[src/rtl/regwr_arbdec.sv]
// regwr_arbdec: merges two writeback request ports onto one register-file
// write port and decodes the winner into a registered one-hot enable.
//   Port A (ALU)  : highest priority, never stalled.
//   Port B (load) : buffered in a DEPTH-entry FIFO, ready/valid handshake.
// Ports:
//   clk_i, rst_i                   clock, synchronous active-high reset
//   a_valid_i/a_sel_i/a_data_i     port-A write request
//   b_valid_i/b_sel_i/b_data_i     port-B write request
//   b_ready_o                      port B accepted this cycle (combinational)
//   we_o                           registered one-hot write enable (2**SEL_W)
//   wsel_o/wdata_o/wsrc_o          registered select/data/source (0=A, 1=B)
//   pend_cnt_o                     FIFO occupancy, 0..DEPTH
module regwr_arbdec #(
  parameter int SEL_W   = 4,
  parameter int DATA_W  = 16,
  parameter int DEPTH   = 2,
  parameter int ZERO_RO = 1
) (
  input  logic                      clk_i,
  input  logic                      rst_i,
  input  logic                      a_valid_i,
  input  logic [SEL_W-1:0]          a_sel_i,
  input  logic [DATA_W-1:0]         a_data_i,
  input  logic                      b_valid_i,
  input  logic [SEL_W-1:0]          b_sel_i,
  input  logic [DATA_W-1:0]         b_data_i,
  output logic                      b_ready_o,
  output logic [(1<<SEL_W)-1:0]     we_o,
  output logic [SEL_W-1:0]          wsel_o,
  output logic [DATA_W-1:0]         wdata_o,
  output logic                      wsrc_o,
  output logic [$clog2(DEPTH):0]    pend_cnt_o
);

  localparam int N     = 1 << SEL_W;
  localparam int PTR_W = $clog2(DEPTH);
  localparam int CNT_W = PTR_W + 1;
  localparam logic [CNT_W-1:0] FULL_CNT = CNT_W'(DEPTH);

  logic [SEL_W-1:0]  fifo_sel_q  [DEPTH];
  logic [DATA_W-1:0] fifo_data_q [DEPTH];
  logic [PTR_W-1:0]  rd_ptr_q, wr_ptr_q;
  logic [CNT_W-1:0]  cnt_q, cnt_d;

  logic [N-1:0]      we_q, we_d;
  logic [SEL_W-1:0]  wsel_q;
  logic [DATA_W-1:0] wdata_q;
  logic              wsrc_q;

  logic              fifo_empty, b_acc, push, pop;
  logic              iss;
  logic [SEL_W-1:0]  iss_sel;
  logic [DATA_W-1:0] iss_data;
  logic              iss_src;

  // Ready depends only on the registered occupancy, so a pop in the same
  // cycle never opens room for a push: a full FIFO stays closed for one cycle.
  assign b_ready_o  = !rst_i && (cnt_q != FULL_CNT);
  assign b_acc      = b_valid_i && b_ready_o;
  assign fifo_empty = (cnt_q == '0);

  // Arbitration: A, then the queued head, then a direct B bypass. A newly
  // accepted B is only bypassed when nothing is queued, keeping B in order.
  always_comb begin
    iss      = 1'b0;
    iss_sel  = '0;
    iss_data = '0;
    iss_src  = 1'b0;
    push     = 1'b0;
    pop      = 1'b0;
    if (a_valid_i) begin
      iss      = 1'b1;
      iss_sel  = a_sel_i;
      iss_data = a_data_i;
      iss_src  = 1'b0;
      push     = b_acc;
    end else if (!fifo_empty) begin
      iss      = 1'b1;
      iss_sel  = fifo_sel_q[rd_ptr_q];
      iss_data = fifo_data_q[rd_ptr_q];
      iss_src  = 1'b1;
      pop      = 1'b1;
      push     = b_acc;
    end else if (b_acc) begin
      iss      = 1'b1;
      iss_sel  = b_sel_i;
      iss_data = b_data_i;
      iss_src  = 1'b1;
    end
  end

  // Select 0 is still issued when hard-wired to zero; only the enable is dropped.
  always_comb begin
    we_d = '0;
    if (iss && !((ZERO_RO != 0) && (iss_sel == '0))) begin
      we_d[iss_sel] = 1'b1;
    end
  end

  always_comb begin
    cnt_d = cnt_q;
    case ({push, pop})
      2'b10:   cnt_d = cnt_q + CNT_W'(1);
      2'b01:   cnt_d = cnt_q - CNT_W'(1);
      default: cnt_d = cnt_q;
    endcase
  end

  always_ff @(posedge clk_i) begin
    if (rst_i) begin
      we_q     <= '0;
      wsel_q   <= '0;
      wdata_q  <= '0;
      wsrc_q   <= 1'b0;
      rd_ptr_q <= '0;
      wr_ptr_q <= '0;
      cnt_q    <= '0;
    end else begin
      we_q <= we_d;
      if (iss) begin
        wsel_q  <= iss_sel;
        wdata_q <= iss_data;
        wsrc_q  <= iss_src;
      end
      if (push) wr_ptr_q <= wr_ptr_q + PTR_W'(1);
      if (pop)  rd_ptr_q <= rd_ptr_q + PTR_W'(1);
      cnt_q <= cnt_d;
    end
  end

  // Storage needs no reset: occupancy and pointers define what is valid.
  always_ff @(posedge clk_i) begin
    if (push) begin
      fifo_sel_q[wr_ptr_q]  <= b_sel_i;
      fifo_data_q[wr_ptr_q] <= b_data_i;
    end
  end

  assign we_o       = we_q;
  assign wsel_o     = wsel_q;
  assign wdata_o    = wdata_q;
  assign wsrc_o     = wsrc_q;
  assign pend_cnt_o = cnt_q;

endmodule

[config.mk]
export PLATFORM = sky130hd
export DESIGN_NAME = regwr_arbdec
export DESIGN_NICKNAME = d
export VERILOG_FILES = /design/src/rtl/regwr_arbdec.sv
export SDC_FILE = /design/constraint.sdc
export NUM_CORES = 1
export LEC_CHECK = 0
export ABC_AREA = 1
export CELL_PAD_IN_SITES_DETAIL_PLACEMENT = 1
export CELL_PAD_IN_SITES_GLOBAL_PLACEMENT = 1
export CORE_MARGIN = 2
export CORE_UTILIZATION = 33
export DETAILED_ROUTE_END_ITERATION = 7
export PLACE_DENSITY_LB_ADDON = 0.1
export SLEW_MARGIN = 25
export SYNTH_ARGS = -nofsm -noshare
export SYNTH_HDL_FRONTEND = slang
export SYNTH_SLANG_ARGS = --single-unit
export TNS_END_PERCENT = 30
[constraint.sdc]
create_clock -name clk_i -period 2.55 [get_ports clk_i]
set_clock_uncertainty 0.2 [all_clocks]
set_input_delay 0.6375 -clock clk_i [delete_from_list [all_inputs] [get_ports clk_i]]
set_output_delay 0.6375 -clock clk_i [all_outputs]
set_load 0.1 [all_outputs]
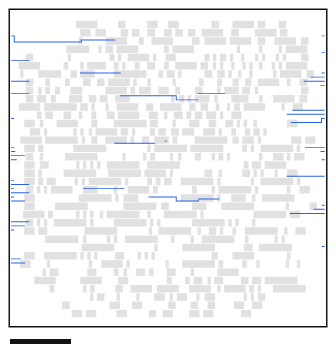
*Metal 3*
The bar under the picture is 20 µm long.
longest straight run: 22.1 µm
main direction: horizontal
wire length on this layer: 284 µm
share of all routed wire: 3.3%

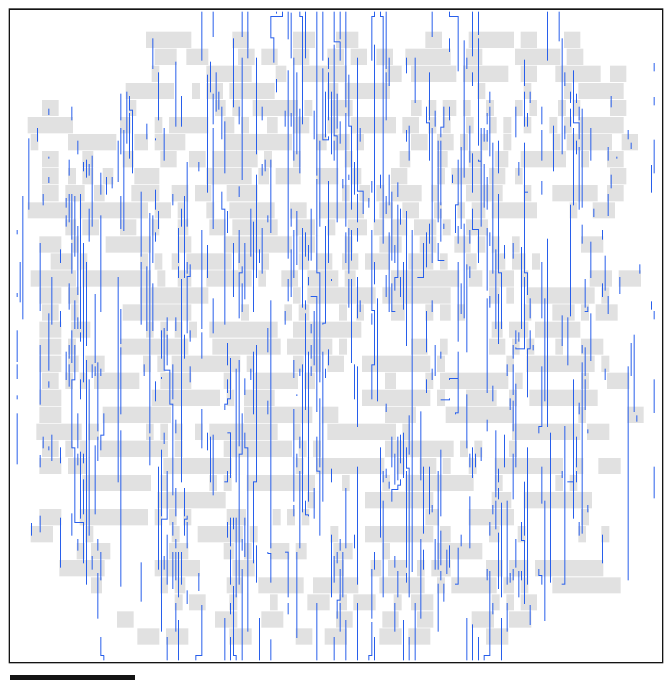
*Met2 routing*
The bar under the picture is 20 µm long.
nets with wire on the layer: 430
main direction: vertical
wire length on this layer: 4,370 µm
longest straight run: 54.4 µm
share of all routed wire: 50%
routed via count: 2,716
Post-Route WL: 8728 µm
met2 Resource Use GR: 29.56%

==> flow_summary.json <==
{
  "ys_chip_area_um2": 3303,
  "worstPathMaxFanout": 4,
  "rrSetupSlack_ns": 0.63,
  "synth_area_leader_cell": "edfxtp_1",
  "vias_per_cell": 4.643,
  "cts_resized": 0,
  "chipArea_um2": 10830,
  "firstDrtPassIters": 4,
  "layout-drive-gt1-share_pct": 24.12,
  "ys_dominant_reg_cell": "dfxtp_1",
  "overflow": 0,
  "ios": 84,
  "tritoncts": "yes",
  "warnings": 26,
  "globalplace.congestion": 0.8223,
  "setup_viol": 0,
  "reg2regPathDepth": 9,
  "synth_warnings": 0,
  "async_flop_share_pct": 0,
  "place_inst": 570,
  "rsz0062_at_grt": "false",
  "cts.sinks": 82,
  "ys_seq_share_pct": 61.82,
  "ant_nets": 0,
  "hp-start": "rd_ptr_q$_SDFFE_PP0P_",
  "min_path_cells": 1,
  "leakagePower_nw": 1.882,
  "clk_latency_ns": 0.34,
  "syn_avg_cell_area_um2": 9.687,
  "hold_viol_final": 0,
  "fin_util_pct": 47.39,
  "fin_cells": 585,
  "worstSetupStartpointType": "input pin",
  "place.port_buffers": 83,
  "n_antenna_cell": 0,
  "ys_types": 32,
  "peakVddDrop_mv": 0.4116,
  "netlist_top_cells_area": "edfxtp_1 36%, dfxtp_1 25%, nand2_1 13%",
  "crit_path_end_kind": "primary output",
  "max_freq_mhz": 425.7,
  "syn-num-nets": 386,
  "status": "completed",
  "fp_util_pct": 33.95,
  "hold_class": "reg -> reg",
  "grt_pass1_wl_um": 14440,
  "die_h_um": 104.0,
  "cts_buffers": 9,
  "most_common_cell": "nand2_1",
  "post_cts_buffers": 0,
  "netlist_instances": 341,
  "power.density_nw_per_um2": 848.8,
  "cts-root-buf": "clkbuf_8",
  "dp_hpwl_um": 6445,
  "top_cell_area_share_pct": 36.36,
  "edf_count": 40,
  "slowest_stage": "clkdlybuf4s50_1",
  "n_fill_cell": 1135,
  "fin_crit_ns": 2.349,
  "row_count": 36,
  "worst_hold_slack_ns": 0.2583,
  "fin_nets": 493,
  "cp_cell_sequence": "clkdlybuf4s50_1, inv_2, nand2_1, inv_1, buf_12",
  "htree_levels": 3,
  "core_um2": 9729,
  "cpPeakStageDelay_ns": 0.43,
  "worstSetupPathType": "in -> out",
  "netlist_area_um2": 3303,
  "slew_violations": 0,
  "fin_crit_sh_pct": 92.12,
  "first_global_vias": 2880,
  "r2r_end": "we_o[10]$_SDFF_PP0_",
  "ctsHoldBuffers": 0,
  "worstPathRequired_ns": 1.71,
  "max_cap_viol_count": 0,
  "initialDrtViolationCount": 89,
  "synthTopCellsByCount": "115 x nand2_1, 42 x dfxtp_1, 40 x edfxtp_1, 24 x nor2_1, 23 x o21ai_0",
  "clock_path_buffers": 2,
  "yosysCellCount": 341,
  "synth-seq-cells": 82,
  "cp.arrival_ns": 1.51,
  "grt_max_degree": 27,
  "syn_to_final_growth_pct": 39.58,
  "antenna_found_initial": 0,
  "clk_pin_slew_ns": 0.08,
  "drcViolationCount": 0,
  "die_w_um": 104.0
}
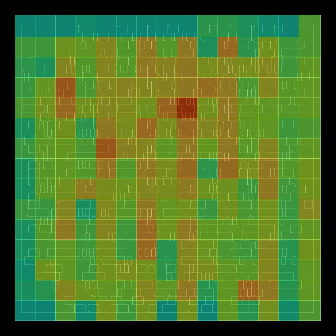
*Routing congestion*
WL/cell: 14.92 µm
GR Layer Usage met3: 4.261%
total global-route track usage: 16.80%

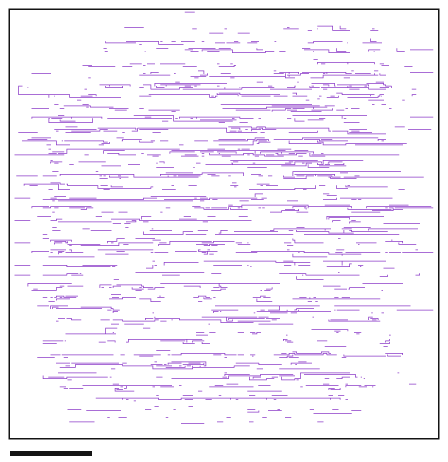
*The metal 1 layer*
The bar under the picture is 20 µm long.
share of all routed wire: 46%
main direction: horizontal
wire length on this layer: 4,000 µm
GR Layer Usage met1: 20.72%

## routing by layer
layer	part of all wire [%]	wire length [µm]	track usage, %
met4	0.85	74	3.764
met2	50	4371	29.56
met1	46	3997	20.72
met3	3.3	284	4.261
met5	0	0	0
## worst max path at each step
stage	to	depth (start not counted)	slack, ns	startpoint
2_1_floorplan	b_ready_o	4	0.08	rst_i
3_3_place_gp	pend_cnt_o[1]$_SDFFE_PP0P_	10	-0.06	a_valid_i
3_5_place_dp	pend_cnt_o[1]$_SDFFE_PP0P_	10	-0.10	a_valid_i
4_1_cts	b_ready_o	5	0.19	rst_i
5_1_grt	pend_cnt_o[1]$_SDFFE_PP0P_	10	0.09	a_valid_i
6_report	b_ready_o	5	0.20	rst_i
## flip-flops by register name, summed over array words and instances, names as in the netlist, named ones only
signal / flops
wsrc_o: 1
wr_ptr_q: 1
fifo_data_q: 32
wdata_o: 16
fifo_sel_q: 8
wsel_o: 4
pend_cnt_o: 2
we_o: 16
rd_ptr_q: 1
## critical path: cells and delay by family
kind / cells / cell delay [ns]
buffers and inverters: 4 / 0.81
AND/OR/NAND/NOR: 1 / 0.06
## cell families after synthesis
| kind of cell | after synthesis | share of synthesized area (%) |
|---|---|---|
| simple gates | 171 | 23.18 |
| flops | 82 | 61.82 |
| compound gates | 52 | 10.19 |
| buf+inv | 34 | 4.318 |
| fa+ha+maj | 1 | 0.3787 |
| other cells | 1 | 0.1135 |
## area by class of cell
type	instances	area (µm²)	share of cell area, %
tap	133	166.4	3.609
multi-input combinational	225	1124	24.37
timing repair buffer	110	970.9	21.06
inverter	20	75.07	1.628
sequential	82	2044	44.34
clock inverter	6	106.4	2.307
clock buffer	9	123.9	2.687
## cell usage in the layout, fill, tap and decap left out, types with 7 or more instances in the layout
cell type,instances
nor2_1,22
buf_4,64
edfxtp_1,40
o21ai_0,23
a41oi_1,14
dfxtp_1,40
a21oi_1,9
nor2_2,7
nand2_1,115
nand3_1,8
inv_1,16
clkbuf_8,9
clkdlybuf4s50_1,43
## power by group
| part | internal (mW) | switching (mW) | total, mW |
|---|---|---|---|
| clock | 0.640 | 0.454 | 1.09 |
| combinational | 0.350 | 0.929 | 1.28 |
| sequential | 1.49 | 0.0520 | 1.54 |
| total | 2.48 | 1.44 | 3.91 |
## stage by stage
stage	worst slack [ns]	setup TNS, ns	cell area [µm²]	total power [mW]
after floorplan	0.07676	0	3311	2.458
final	0.2010	0	4611	3.913
after global routing	0.08830	0	4611	4.098
after CTS	0.1850	0	4611	3.962
after detailed placement	-0.1013	-1.096	4380	2.863
after global placement	-0.06433	-0.08203	4380	2.844
No activity file was given, so power comes from the tool's default toggle rates.
